File: src/rtl/cam_refill_ctrl.sv
// Refill controller for a 16-entry CAM: arbitrates three miss requesters round-robin,
// dedups against entries already installed, picks a victim, and serves flushes between refills.
module cam_refill_ctrl #(
  parameter int DATA_SIZE = 19
) (
  input  logic                 clk,
  input  logic                 rst,
  input  logic [2:0]           miss_req,
  input  logic [DATA_SIZE-1:0] miss_tag0,
  input  logic [DATA_SIZE-1:0] miss_tag1,
  input  logic [DATA_SIZE-1:0] miss_tag2,
  output logic [2:0]           miss_ack,
  output logic [3:0]           miss_idx,
  input  logic [15:0]          hit0,
  input  logic [15:0]          hit1,
  input  logic [15:0]          hit2,
  input  logic                 flush,
  output logic [15:0]          we,
  output logic [DATA_SIZE-1:0] wdata,
  output logic [15:0]          valid,
  output logic                 busy
);

  typedef enum logic [2:0] {IDLE, CHECK, WRITE, ACK, FLUSH} state_e;

  state_e               state_q, state_d;
  logic [1:0]           rr_ptr_q, rr_ptr_d, grant_q, grant_d;
  logic [3:0]           repl_ptr_q, repl_ptr_d, idx_q, idx_d;
  logic                 flush_pend_q, flush_pend_d;
  logic [DATA_SIZE-1:0] tag_q, tag_d, wdata_q, wdata_d;
  logic [15:0]          valid_q, valid_d, we_q, we_d;
  logic [2:0]           miss_ack_q, miss_ack_d;
  logic [3:0]           miss_idx_q, miss_idx_d;
  logic                 busy_q, busy_d;

  function automatic logic [1:0] mod3_add(input logic [1:0] a, input logic [1:0] b);
    logic [2:0] s;
    s = {1'b0, a} + {1'b0, b};
    if (s >= 3'd3) s = s - 3'd3;
    return s[1:0];
  endfunction

  // Round-robin pick: scan from rr_ptr upward, descending loop so the first match wins.
  logic [3:0]           req_ext;
  logic [1:0]           gnt;
  logic                 gnt_vld;
  logic [DATA_SIZE-1:0] gnt_tag;
  assign req_ext = {1'b0, miss_req};

  always_comb begin
    gnt     = rr_ptr_q;
    gnt_vld = 1'b0;
    for (int k = 2; k >= 0; k--) begin
      if (req_ext[mod3_add(rr_ptr_q, 2'(k))]) begin
        gnt     = mod3_add(rr_ptr_q, 2'(k));
        gnt_vld = 1'b1;
      end
    end
  end

  always_comb begin
    case (gnt)
      2'd0:    gnt_tag = miss_tag0;
      2'd1:    gnt_tag = miss_tag1;
      default: gnt_tag = miss_tag2;
    endcase
  end

  // Only hits on valid entries count; stale match lines from invalid entries are ignored.
  logic [15:0] hit_sel, qual;
  logic [3:0]  qual_idx, free_idx, victim;
  logic        all_valid;

  always_comb begin
    case (grant_q)
      2'd0:    hit_sel = hit0;
      2'd1:    hit_sel = hit1;
      default: hit_sel = hit2;
    endcase
  end

  assign qual      = hit_sel & valid_q;
  assign all_valid = &valid_q;

  always_comb begin
    qual_idx = 4'd0;
    free_idx = 4'd0;
    for (int i = 15; i >= 0; i--) begin
      if (qual[i])     qual_idx = i[3:0];
      if (!valid_q[i]) free_idx = i[3:0];
    end
  end

  assign victim = all_valid ? repl_ptr_q : free_idx;

  always_ff @(posedge clk) begin
    if (rst) begin
      state_q      <= IDLE;
      rr_ptr_q     <= 2'd0;
      grant_q      <= 2'd0;
      repl_ptr_q   <= 4'd0;
      idx_q        <= 4'd0;
      flush_pend_q <= 1'b0;
      tag_q        <= '0;
      wdata_q      <= '0;
      valid_q      <= 16'd0;
      we_q         <= 16'd0;
      miss_ack_q   <= 3'd0;
      miss_idx_q   <= 4'd0;
      busy_q       <= 1'b0;
    end else begin
      state_q      <= state_d;
      rr_ptr_q     <= rr_ptr_d;
      grant_q      <= grant_d;
      repl_ptr_q   <= repl_ptr_d;
      idx_q        <= idx_d;
      flush_pend_q <= flush_pend_d;
      tag_q        <= tag_d;
      wdata_q      <= wdata_d;
      valid_q      <= valid_d;
      we_q         <= we_d;
      miss_ack_q   <= miss_ack_d;
      miss_idx_q   <= miss_idx_d;
      busy_q       <= busy_d;
    end
  end

  always_comb begin
    state_d = state_q;
    case (state_q)
      IDLE: begin
        if (flush || flush_pend_q) state_d = FLUSH;
        else if (gnt_vld)          state_d = CHECK;
      end
      CHECK:   state_d = (|qual) ? ACK : WRITE;
      WRITE:   state_d = ACK;
      ACK:     state_d = IDLE;
      FLUSH:   state_d = IDLE;
      default: state_d = IDLE;
    endcase
  end

  // Outputs are registered, so each one is computed here for the state being entered.
  always_comb begin
    rr_ptr_d     = rr_ptr_q;
    grant_d      = grant_q;
    repl_ptr_d   = repl_ptr_q;
    idx_d        = idx_q;
    tag_d        = tag_q;
    wdata_d      = wdata_q;
    valid_d      = valid_q;
    we_d         = 16'd0;
    miss_ack_d   = 3'd0;
    miss_idx_d   = 4'd0;
    busy_d       = (state_d != IDLE);
    flush_pend_d = flush_pend_q |
                   (flush & ((state_q == CHECK) | (state_q == WRITE) | (state_q == ACK)));
    case (state_q)
      IDLE: begin
        if (!(flush || flush_pend_q) && gnt_vld) begin
          grant_d  = gnt;
          tag_d    = gnt_tag;
          rr_ptr_d = mod3_add(gnt, 2'd1);
        end
      end
      CHECK: begin
        if (|qual) begin
          idx_d      = qual_idx;
          miss_ack_d = 3'b001 << grant_q;
          miss_idx_d = qual_idx;
        end else begin
          idx_d           = victim;
          we_d            = 16'd1 << victim;
          wdata_d         = tag_q;
          valid_d[victim] = 1'b1;
          if (all_valid) repl_ptr_d = repl_ptr_q + 4'd1;
        end
      end
      WRITE: begin
        miss_ack_d = 3'b001 << grant_q;
        miss_idx_d = idx_q;
      end
      FLUSH: begin
        valid_d      = 16'd0;
        repl_ptr_d   = 4'd0;
        flush_pend_d = 1'b0;
      end
      default: ;
    endcase
  end

  assign we       = we_q;
  assign wdata    = wdata_q;
  assign valid    = valid_q;
  assign miss_ack = miss_ack_q;
  assign miss_idx = miss_idx_q;
  assign busy     = busy_q;

endmodule

File: config.mk
export PLATFORM = sky130hd
export DESIGN_NAME = cam_refill_ctrl
export DESIGN_NICKNAME = d
export VERILOG_FILES = /design/src/rtl/cam_refill_ctrl.sv
export SDC_FILE = /design/constraint.sdc
export NUM_CORES = 1
export LEC_CHECK = 0
export ABC_AREA = 1
export CAP_MARGIN = 20
export CORE_UTILIZATION = 36
export DETAILED_ROUTE_END_ITERATION = 8
export PLACE_DENSITY = 0.7
export SYNTH_ARGS = -nofsm -noshare
export SYNTH_HDL_FRONTEND = slang
export SYNTH_SLANG_ARGS = --single-unit
File: constraint.sdc
create_clock -name clk -period 2.75 [get_ports clk]
set_input_delay 0.6875 -clock clk [delete_from_list [all_inputs] [get_ports clk]]
set_output_delay 0.6875 -clock clk [all_outputs]
set_load 0.02 [all_outputs]
port_trees.png
Scale bar: 20 um.
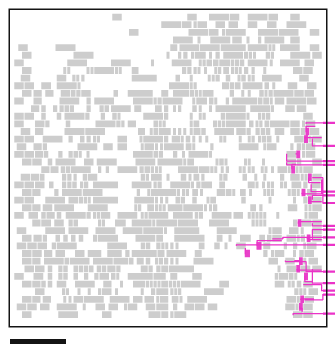
- magenta: hit1 (direction input; edge right; end cells 16; buffers 16; wire 282 um)
IO buf count: 169
IO Pins: 170

m1.png
Supply wires on this layer in grey. Cells faint in the background.
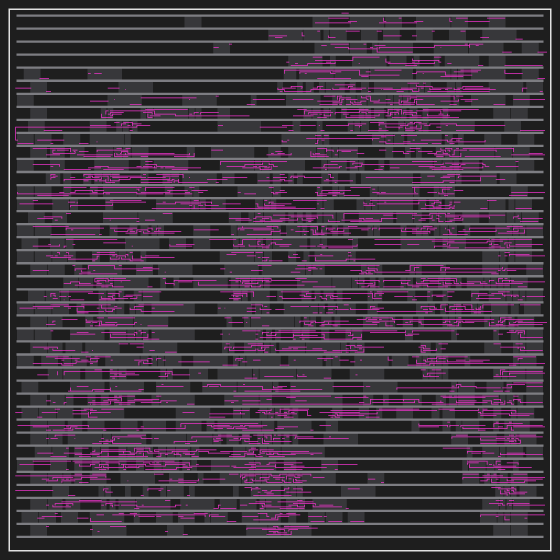
- share of all routed wire: 40%
- main direction: horizontal
- wire length on this layer: 5470 um
- longest straight run: 34.0 um
- nets with wire on the layer: 798
M1 GR Usage: 0.229
final WL: 13500 um
via count: 4847

==> impl_metrics.yaml <==
# implementation run metrics
timing:
  slew_violations: 0
  finalCritPeriodShare: 0.981
  period_minus_slack_ps: 2700
  clock.fmax_mhz: 371
  hold_viol: 0
  relSlewSlack: 0.601
  holdWs_ps: 466
  fin_worst_skew_ps: 9.53
  setup_violations: 0
  tightest_slew_ps: 598
  fin_ws_ps: 51.7
  tns_ps: 0
worst_setup_path:
  end_kind: "flop"
  crit_family: "AND-OR/OR-AND gates"
  arrival_ps: 2920
  critPathMaxStageDelay_ps: 330
  cp.required_ps: 2970
  crit_slowest_cell: "dfxtp_1"
  startpoint_type: "flop"
  r2r_cells: 15
  rrSetupSlack_ps: 50
  cp.buffers_inverters: 5
  path_max_fanout: 19
  r2r_start: "rr_ptr_q[1]"
  path_cells: "inv_1, ha_2, inv_1, nor2_1, nor2_1, a31oi_2, inv_1, nor2_1, a22oi_2, buf_4, ha_4, buf_8, a22o_1, a21oi_1, a21oi_1"
  regToRegEndpoint: "tag_q[15]"
  critPathKind: "reg2reg"
synth:
  ys_types: 34
  floorplan.nets: 741
  compound_area_frac: 0.209
  ys.flop_type: "dfxtp_1"
  top_logic_kind: "simple AND/OR/NAND/NOR gates"
  ys_seq_frac: 0.427
  ys_sh_mux: 0
  ys_sh_adder: 0.0170
  syn-instance-count: 624
  top_cell_area_share: 0.427
  postSynth.asyncResetShare: 0
  synth_warnings: 0
  edf_count: 0
  ys_cells: 624
  syn_area_sq_mm: 0.00441
  ys_sh_simple: 0.272
  ys_area_sq_mm: 0.00441
  synth-seq-cells: 94
  avgSynthCellArea_sq_um: 7.07
  most_common_cell: "nand2_1"
  top_cells_by_area: "dfxtp_1 (43%), nand2_1 (12%), a21oi_1 (7.8%)"
  xor_area_frac: 0
  netlist.top_cell.by_area: "dfxtp_1"
  top_cells_by_count: "nand2_1 (141), dfxtp_1 (94), nor2_1 (74)"
place:
  gp_congestion: 0.876
  place_area_sq_mm: 0.00636
  hpwl_um: 10400
  placed_cells: 934
  pre_cts_slack_ps: -586
clock_network:
  hold_buffers: 0
  cts_tree: "built"
  clkLatencyLatePin_ps: 330
  cts_root_buffer: "clkbuf_16"
  cts_buffers: 9
  clock_path_buffers: 2
  htree_num_levels: 3
  cts_sinks: 94
  clk_pin_slew_ps: 60
global_route:
  met2_usage: 0.377
  grt.overflow.total: 0
  grt_max_degree: 43
  grtUsageTotal: 0.206
  use_met3: 0.0632
  grt_first_pass_wirelength_um: 21000
  antenna_found_initial: 0
  grt_busiest_layer: "met2"
  grt_pass1_vias: 4590
job:
  drv_cap: 0
  log.warning_count: 29
worst_hold_path:
  min_path_cells: 2
  holdPathEnd: "miss_idx[1]"
  worstHoldStart: "idx_q[1]"
  hold_path.class: "reg2reg"
finish:
  layout_top_cells: "clkdlybuf4s50_1 (167), nand2_1 (141), dfxtp_1 (94)"
  fin_nets: 917
  final_area_sq_mm: 0.00684
  antenna_cells: 0
  lay_top_count: "clkdlybuf4s50_1"
  synthToLayoutAreaGrowth_pct: 55.1
  final_util: 0.572
  final_layout_size_suffix_gt1_frac: 0.0994
  stdcell_count: 952
power_and_ir_drop:
  switching_share: 0.404
  switching_power_mw: 2.88
  finalPower_mw: 7.13
  pwr-share-seq: 0.264
  internal_power_mw: 4.25
  p_leak_nw: 2.75
  p_clk_frac: 0.190
  peakVddDrop_mv: 0.787
  comb_power_share: 0.546
  power_density_mw_per_mm2: 1040
die:
  core_area_sq_mm: 0.0120
  fp_util: 0.369
  num_rows: 40
  die_area_sq_mm: 0.0127
  die_w_um: 113
  die_h_um: 113
routing:
  drc: 0
  ant_nets: 0
  wl_per_cell_um: 14.2
  drt_iter0_markers: 245
  viasPerCell: 5.09
  first_pass_iters: 4
run_status:
  status: "completed"
==> what timing repair did <==
action | in CTS | in global routing
pin swaps | 0 | 5
setup buffers | 0 | 2
gates resized | 5 | 24
cloned | 0 | 0
endpoints found under the setup margin | 19 | 19
==> final cells by class <==
cell class / instances / area (sq um)
multi-input cells: 446 / 2300
well taps: 147 / 184
clock buffers: 10 / 239
fillers: 1116 / 5120
repair buffers: 190 / 1920
inverters: 59 / 221
clock inverters: 6 / 92.6
flip-flops and latches: 94 / 1880
==> how the worst max path moves through the flow <==
stage / start / endpoint / cells after the start
floorplan: miss_req[0] / tag_q[10] / 16
global placement: miss_req[1] / tag_q[14] / 15
detailed placement: miss_req[0] / tag_q[10] / 15
CTS: miss_req[0] / tag_q[5] / 16
global route: rr_ptr_q[1] / tag_q[1] / 15
finish: rr_ptr_q[1] / tag_q[15] / 15
==> tightest hold or removal path: stages (launching register included) <==
cell	delay, ps
dfxtp_1	310
nand2_1	60
a21oi_1	60
==> cell families after synthesis <==
kind of cell / count (synthesis)
AOI/OAI and AO/OA: 160
and+or+nand+nor: 280
adders and majority gates: 6
buffers and inverters: 84
DFF: 94
==> routing by layer <==
layer / vias to the layer above / wire (um)
li1: 2419 / -
met1: 2191 / 5470
met2: 217 / 6530
met3: 20 / 1300
met4: 0 / 222
met5: - / 0
==> power groups by stage <==
stage,registers (mW),clock network [mW],logic [mW]
2_1_floorplan,1.99,0,2.05
3_3_place_gp,1.89,0,3.19
3_5_place_dp,1.90,0,3.28
4_1_cts,1.88,1.38,3.36
5_1_grt,1.92,1.44,4.29
6_report,1.88,1.35,3.89
Power is estimated from default activity; no workload was simulated.
